## src/rtl/pwm_ramp_ctrl.sv

```systemverilog
// pwm_ramp_ctrl
// Configuration sequencer for the PWM block. Owns the ARR/CCR/dir settings
// seen by the PWM and only changes them on the edge that ends a PWM period.
// This keeps every period whole. A configuration request soft-ramps CCR
// toward a target in fixed steps, taking one step every (hold+1) periods.
//
// Optional build macro: PWM_RAMP_SAFE_ABORT_EN
//   defined   - abort parks the block in SAFE, forces CCR to 0 at the next
//               period boundary, then returns to IDLE without a done pulse.
//   undefined - abort freezes the PWM settings and returns to IDLE at once.

module pwm_ramp_ctrl #(
   parameter int WIDTH   = 16,
   parameter int HOLD_W  = 8,
   parameter int ARR_RST = 999
) (
   input  logic              clk,
   input  logic              rst,
   input  logic              cfg_valid,
   output logic              cfg_ready,
   input  logic [WIDTH-1:0]  cfg_arr,
   input  logic [WIDTH-1:0]  cfg_ccr,
   input  logic              cfg_dir,
   input  logic [WIDTH-1:0]  cfg_step,
   input  logic [HOLD_W-1:0] cfg_hold,
   input  logic              abort,
   output logic [WIDTH-1:0]  pwm_arr,
   output logic [WIDTH-1:0]  pwm_ccr,
   output logic              pwm_dir,
   output logic              period_tick,
   output logic              busy,
   output logic              done
);

   localparam logic [WIDTH-1:0] ArrRstVal = WIDTH'(ARR_RST);

   typedef enum logic [2:0] {
      IDLE = 3'd0,
      ARM  = 3'd1,
      RAMP = 3'd2,
      DONE = 3'd3,
      SAFE = 3'd4
   } state_t;

`ifdef PWM_RAMP_SAFE_ABORT_EN
   localparam state_t AbortState = SAFE;
`else
   localparam state_t AbortState = IDLE;
`endif

   state_t            state_q;
   logic [WIDTH-1:0]  pcnt_q;
   logic [WIDTH-1:0]  arr_q;
   logic [WIDTH-1:0]  ccr_q;
   logic              dir_q;
   logic [HOLD_W-1:0] holdCnt_q;

   logic [WIDTH-1:0]  latArr_q;
   logic [WIDTH-1:0]  latTgt_q;
   logic [WIDTH-1:0]  latStep_q;
   logic [HOLD_W-1:0] latHold_q;
   logic              latDir_q;

   logic              tick;
   logic [WIDTH-1:0]  cfgTgt_d;
   logic [WIDTH-1:0]  armCcr_d;
   logic [WIDTH-1:0]  stepCcr_d;
   logic [WIDTH:0]    upGap;
   logic [WIDTH:0]    dnGap;
   logic [WIDTH:0]    stepWide;

   // The last cycle of a period is the one where the counter sits on ARR.
   assign tick = (pcnt_q == arr_q);

   // Clamped target, the CCR allowed under the new ARR, and the next ramp
   // value. Gaps are taken one bit wider so a subtraction can never wrap.
   always_comb begin
      cfgTgt_d  = (cfg_ccr < cfg_arr) ? cfg_ccr : cfg_arr;
      armCcr_d  = (ccr_q < latArr_q) ? ccr_q : latArr_q;
      upGap     = {1'b0, latTgt_q} - {1'b0, ccr_q};
      dnGap     = {1'b0, ccr_q} - {1'b0, latTgt_q};
      stepWide  = {1'b0, latStep_q};
      stepCcr_d = latTgt_q;
      if (latTgt_q > ccr_q) begin
         if (upGap > stepWide) begin
            stepCcr_d = ccr_q + latStep_q;
         end
      end else if (latTgt_q < ccr_q) begin
         if (dnGap > stepWide) begin
            stepCcr_d = ccr_q - latStep_q;
         end
      end
   end

   // Free-running period counter; wraps on the same edge that may load a new ARR.
   always_ff @(posedge clk or negedge rst) begin
      if (!rst) begin
         pcnt_q <= '0;
      end else if (tick) begin
         pcnt_q <= '0;
      end else begin
         pcnt_q <= pcnt_q + WIDTH'(1);
      end
   end

   // Sequencer: accept a request, apply ARR/dir at a boundary, then ramp CCR.
   always_ff @(posedge clk or negedge rst) begin
      if (!rst) begin
         state_q   <= IDLE;
         arr_q     <= ArrRstVal;
         ccr_q     <= '0;
         dir_q     <= 1'b1;
         holdCnt_q <= '0;
         latArr_q  <= ArrRstVal;
         latTgt_q  <= '0;
         latStep_q <= '0;
         latHold_q <= '0;
         latDir_q  <= 1'b1;
      end else begin
         case (state_q)
            IDLE: begin
               if (cfg_valid) begin
                  latArr_q  <= cfg_arr;
                  latTgt_q  <= cfgTgt_d;
                  latStep_q <= cfg_step;
                  latHold_q <= cfg_hold;
                  latDir_q  <= cfg_dir;
                  state_q   <= ARM;
               end
            end
            ARM: begin
               if (abort) begin
                  state_q <= AbortState;
               end else if (tick) begin
                  arr_q     <= latArr_q;
                  dir_q     <= latDir_q;
                  holdCnt_q <= '0;
                  if (latStep_q == '0) begin
                     ccr_q   <= latTgt_q;
                     state_q <= DONE;
                  end else begin
                     ccr_q   <= armCcr_d;
                     state_q <= RAMP;
                  end
               end
            end
            RAMP: begin
               if (abort) begin
                  state_q <= AbortState;
               end else if (tick) begin
                  if (ccr_q == latTgt_q) begin
                     state_q <= DONE;
                  end else if (holdCnt_q == latHold_q) begin
                     holdCnt_q <= '0;
                     ccr_q     <= stepCcr_d;
                     if (stepCcr_d == latTgt_q) begin
                        state_q <= DONE;
                     end
                  end else begin
                     holdCnt_q <= holdCnt_q + HOLD_W'(1);
                  end
               end
            end
            DONE: begin
               state_q <= IDLE;
            end
`ifdef PWM_RAMP_SAFE_ABORT_EN
            SAFE: begin
               if (tick) begin
                  ccr_q   <= '0;
                  state_q <= IDLE;
               end
            end
`endif
            default: begin
               state_q <= IDLE;
            end
         endcase
      end
   end

   assign pwm_arr   = arr_q;
   assign pwm_ccr   = ccr_q;
   assign pwm_dir   = dir_q;
   assign period_tick = tick;
   assign cfg_ready = (state_q == IDLE);
   assign busy      = (state_q == ARM) || (state_q == RAMP) || (state_q == SAFE);
   assign done      = (state_q == DONE);

endmodule

```

## config.mk

```make
export PLATFORM = sky130hd
export DESIGN_NAME = pwm_ramp_ctrl
export DESIGN_NICKNAME = d
export VERILOG_FILES = /design/src/rtl/pwm_ramp_ctrl.sv
export SDC_FILE = /design/constraint.sdc
export NUM_CORES = 1
export LEC_CHECK = 0
export CAP_MARGIN = 25
export CORE_MARGIN = 2
export CORE_UTILIZATION = 45
export DETAILED_ROUTE_END_ITERATION = 7
export PLACE_DENSITY = 0.74
export SLEW_MARGIN = 40
export SYNTH_ARGS = -nofsm -noshare
export SYNTH_HDL_FRONTEND = slang
export SYNTH_SLANG_ARGS = --single-unit
```

## constraint.sdc

```tcl
create_clock -name clk -period 7.3 [get_ports clk]
set_clock_uncertainty 0.2 [all_clocks]
set_input_delay 1.095 -clock clk [delete_from_list [all_inputs] [get_ports clk]]
set_output_delay 1.095 -clock clk [all_outputs]
set_load 0.02 [all_outputs]
```

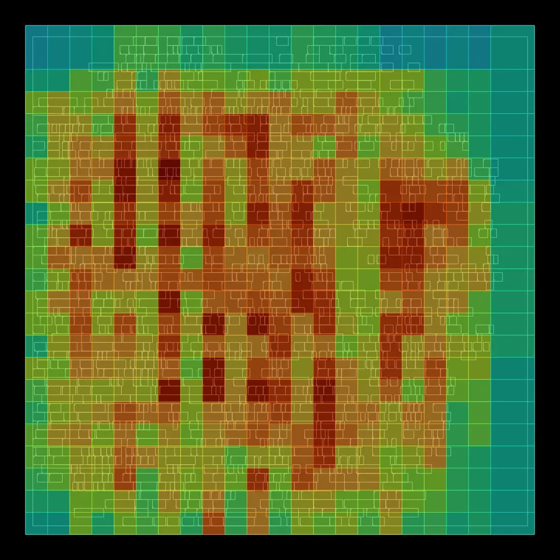
(routing congestion map)
grt met3 use: 0.0482
fin util: 0.535
met2 Resource Use GR: 0.445
routing usage on met1: 0.360
overall routing resource usage: 0.271

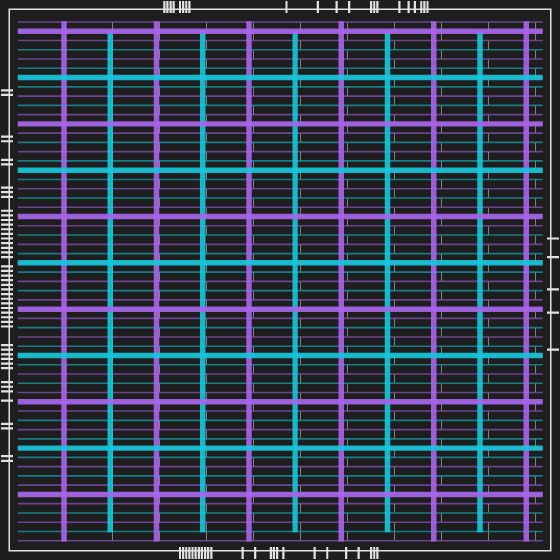
(floorplan with the power grid)
Pins as bars on the die edge. Tap cells in grey.
| colour | net |
|---|---|
| cyan | VDD |
| purple | VSS |
met4 straps: 11
tap cells: 319
met1 rails: 57
signal pins: 98
met5 straps: 11

==> impl_metrics.ini <==
; yosys + openroad results
[clocking]
postCtsSetupBuffers = 0
cts_root_buffer = clkbuf_16
h-tree-depth = 4
clkTransAtPathRegs_ps = 60
clk_path_buf_depth = 2
postCtsHoldBufs = 0
tritoncts = yes
post_cts_resize_count = 0
cts_buffers = 17
clk_latency_ps = 430

[synthesis]
synth-simple-area-share = 0.136
syn_area_per_cell_um2 = 8.82
synth_cells = 1219
ys_sh_xor = 0.0800
synthDistinctLibCells = 78
netlist_logic_family_top = AND-OR/OR-AND gates
synth-async-reset-ratio = 1.00
synth_area_um2 = 10800
enable_flop_cells = 0
yosysTopAreaCellShare = 0.228
ys_ff = 116
area_leaders = dfrtp_1 (23%), ha_1 (15%), xnor2_1 (5.1%)
yosys_area_um2 = 10800
ys_warn_count = 0
synth_nets = 1413
synthFlopType = dfrtp_1
aoi_share = 0.214
yosysMostFrequentCell = ha_1

[floorplanning]
die_height_um = 159
io_pins = 98
fp-utilization = 0.458
core_um2 = 23500
fp.dieW_um = 159

[critical_path]
cpPeakStageDelay_ps = 610
cp_slowest_cell = dfrtp_1
required_ps = 7400
cp_max_fo = 16
crit_path_end_kind = flip-flop
cp_cell_sequence = inv_1 -> ha_1 -> nor2b_1 -> o31a_1 -> o22ai_1 -> o21bai_1 -> a21o_1 -> a21oi_1 -> o21bai_1 -> a31oi_1 -> xnor2_1 -> ha_1 -> and3_1 -> a221oi_1 -> o21ai_0 -> a2111oi_0 -> o31ai_1 -> nand2_1 -> o22ai_1 -> a221o_1 -> o41ai_2 -> mux2_1
critPathKind = reg -> reg
startpoint = pwm_ccr[1]$_DFFE_PN0P_
cp-endpoint = state_q[1]$_DFFE_PN0P_
critPathArrivalTime_ps = 6560
rr_endpoint = state_q[1]$_DFFE_PN0P_
r2r_start = pwm_ccr[1]$_DFFE_PN0P_
startpoint_type = flip-flop

[sta]
min_period_ps = 6460
slew_headroom = 0.376
rsz0062_at_grt = no
whs_ps = 295
fin_setup_tns_ps = 0
finalSetupViolCount = 0
worst_slack_ps = 837
tightestPinTransition_ps = 912
fmax_ghz = 0.155
period_used_share = 0.885
maxSlewViolCount = 0

[detailed_routing]
wl_met2_um = 15500
via_per_inst = 5.90
remaining_drc_errors = 0
met3WireLength_um = 2000
routed_wirelength_um = 33300
top_layer = met5
via_count = 9588
drt-initial-drc-count = 648
post_drt_wl_per_cell_um = 20.5

[layout]
layout_top_cell = ha_1
nNetsFinal = 1486
final_cell_mix = ha_1 (129), inv_1 (108), dfrtp_1 (98), clkdlybuf4s50_1 (96), o21ai_0 (86)
final_area_um2 = 12600
n_fill_cell = 2148
drive_above_1_share = 0.100

[placement]
dpl.cell_count = 1592
dp_slack_ps = 893
hpwl_um = 26400
gp_congestion = 0.981

[status]
status = complete, no violations

[run]
drv_cap = 0
tool_warnings = 60

[hold_path]
hold_depth = 2
hold_path.class = reg -> reg
hold_path_end = latArr_q[9]$_DFFE_PN1P_
min_from = latArr_q[9]$_DFFE_PN1P_

[global_route]
antenna_found_initial = 1
grt_max_degree = 89
first_global_vias = 9436
overflow = 0
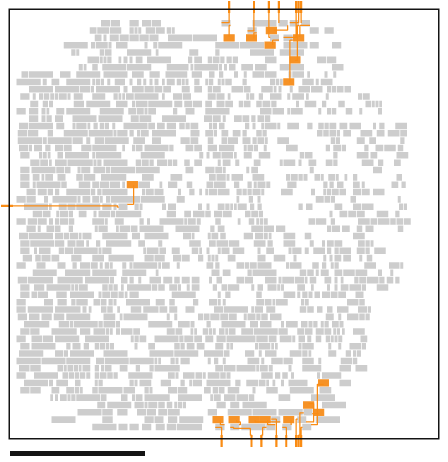
(nets reached from selected ports)
The bar under the picture is 50 um long.
| colour | port | direction | end cells | buffers | wire |
|---|---|---|---|---|---|
| orange | `cfg_step` | input | 16 | 16 | 278 um |

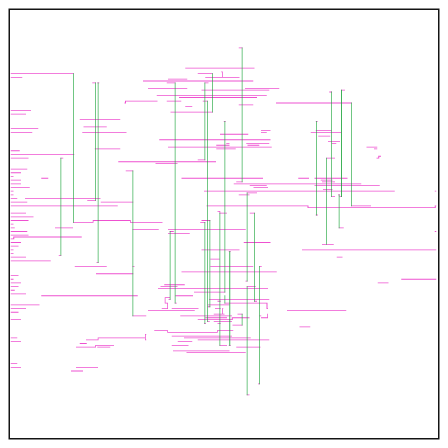
(routed metal, one colour a layer)
Two of the layers only.
| colour | layer | wire length |
|---|---|---|
| green | met4 | 1100 um |
| magenta | met3 | 2000 um |

[layout make-up]
cell class | instances | area (um2) | area share
flip-flops and latches | 116 | 2930 | 0.233
inverters | 109 | 409 | 0.0326
clock buffers | 20 | 447 | 0.0356
repair buffers | 105 | 1040 | 0.0825
well taps | 319 | 399 | 0.0318
multi-input cells | 943 | 7210 | 0.574
clock inverters | 12 | 133 | 0.0106
[worst max-delay path, delay by kind of cell, from the launching register on]
family          cells  cell delay (ps)
compound gates     14             3370
simple gates        3              880
flops               1              610
fa+ha+maj           2              610
mux                 1              360
buf+inv             1              180
xor+xnor            1              140
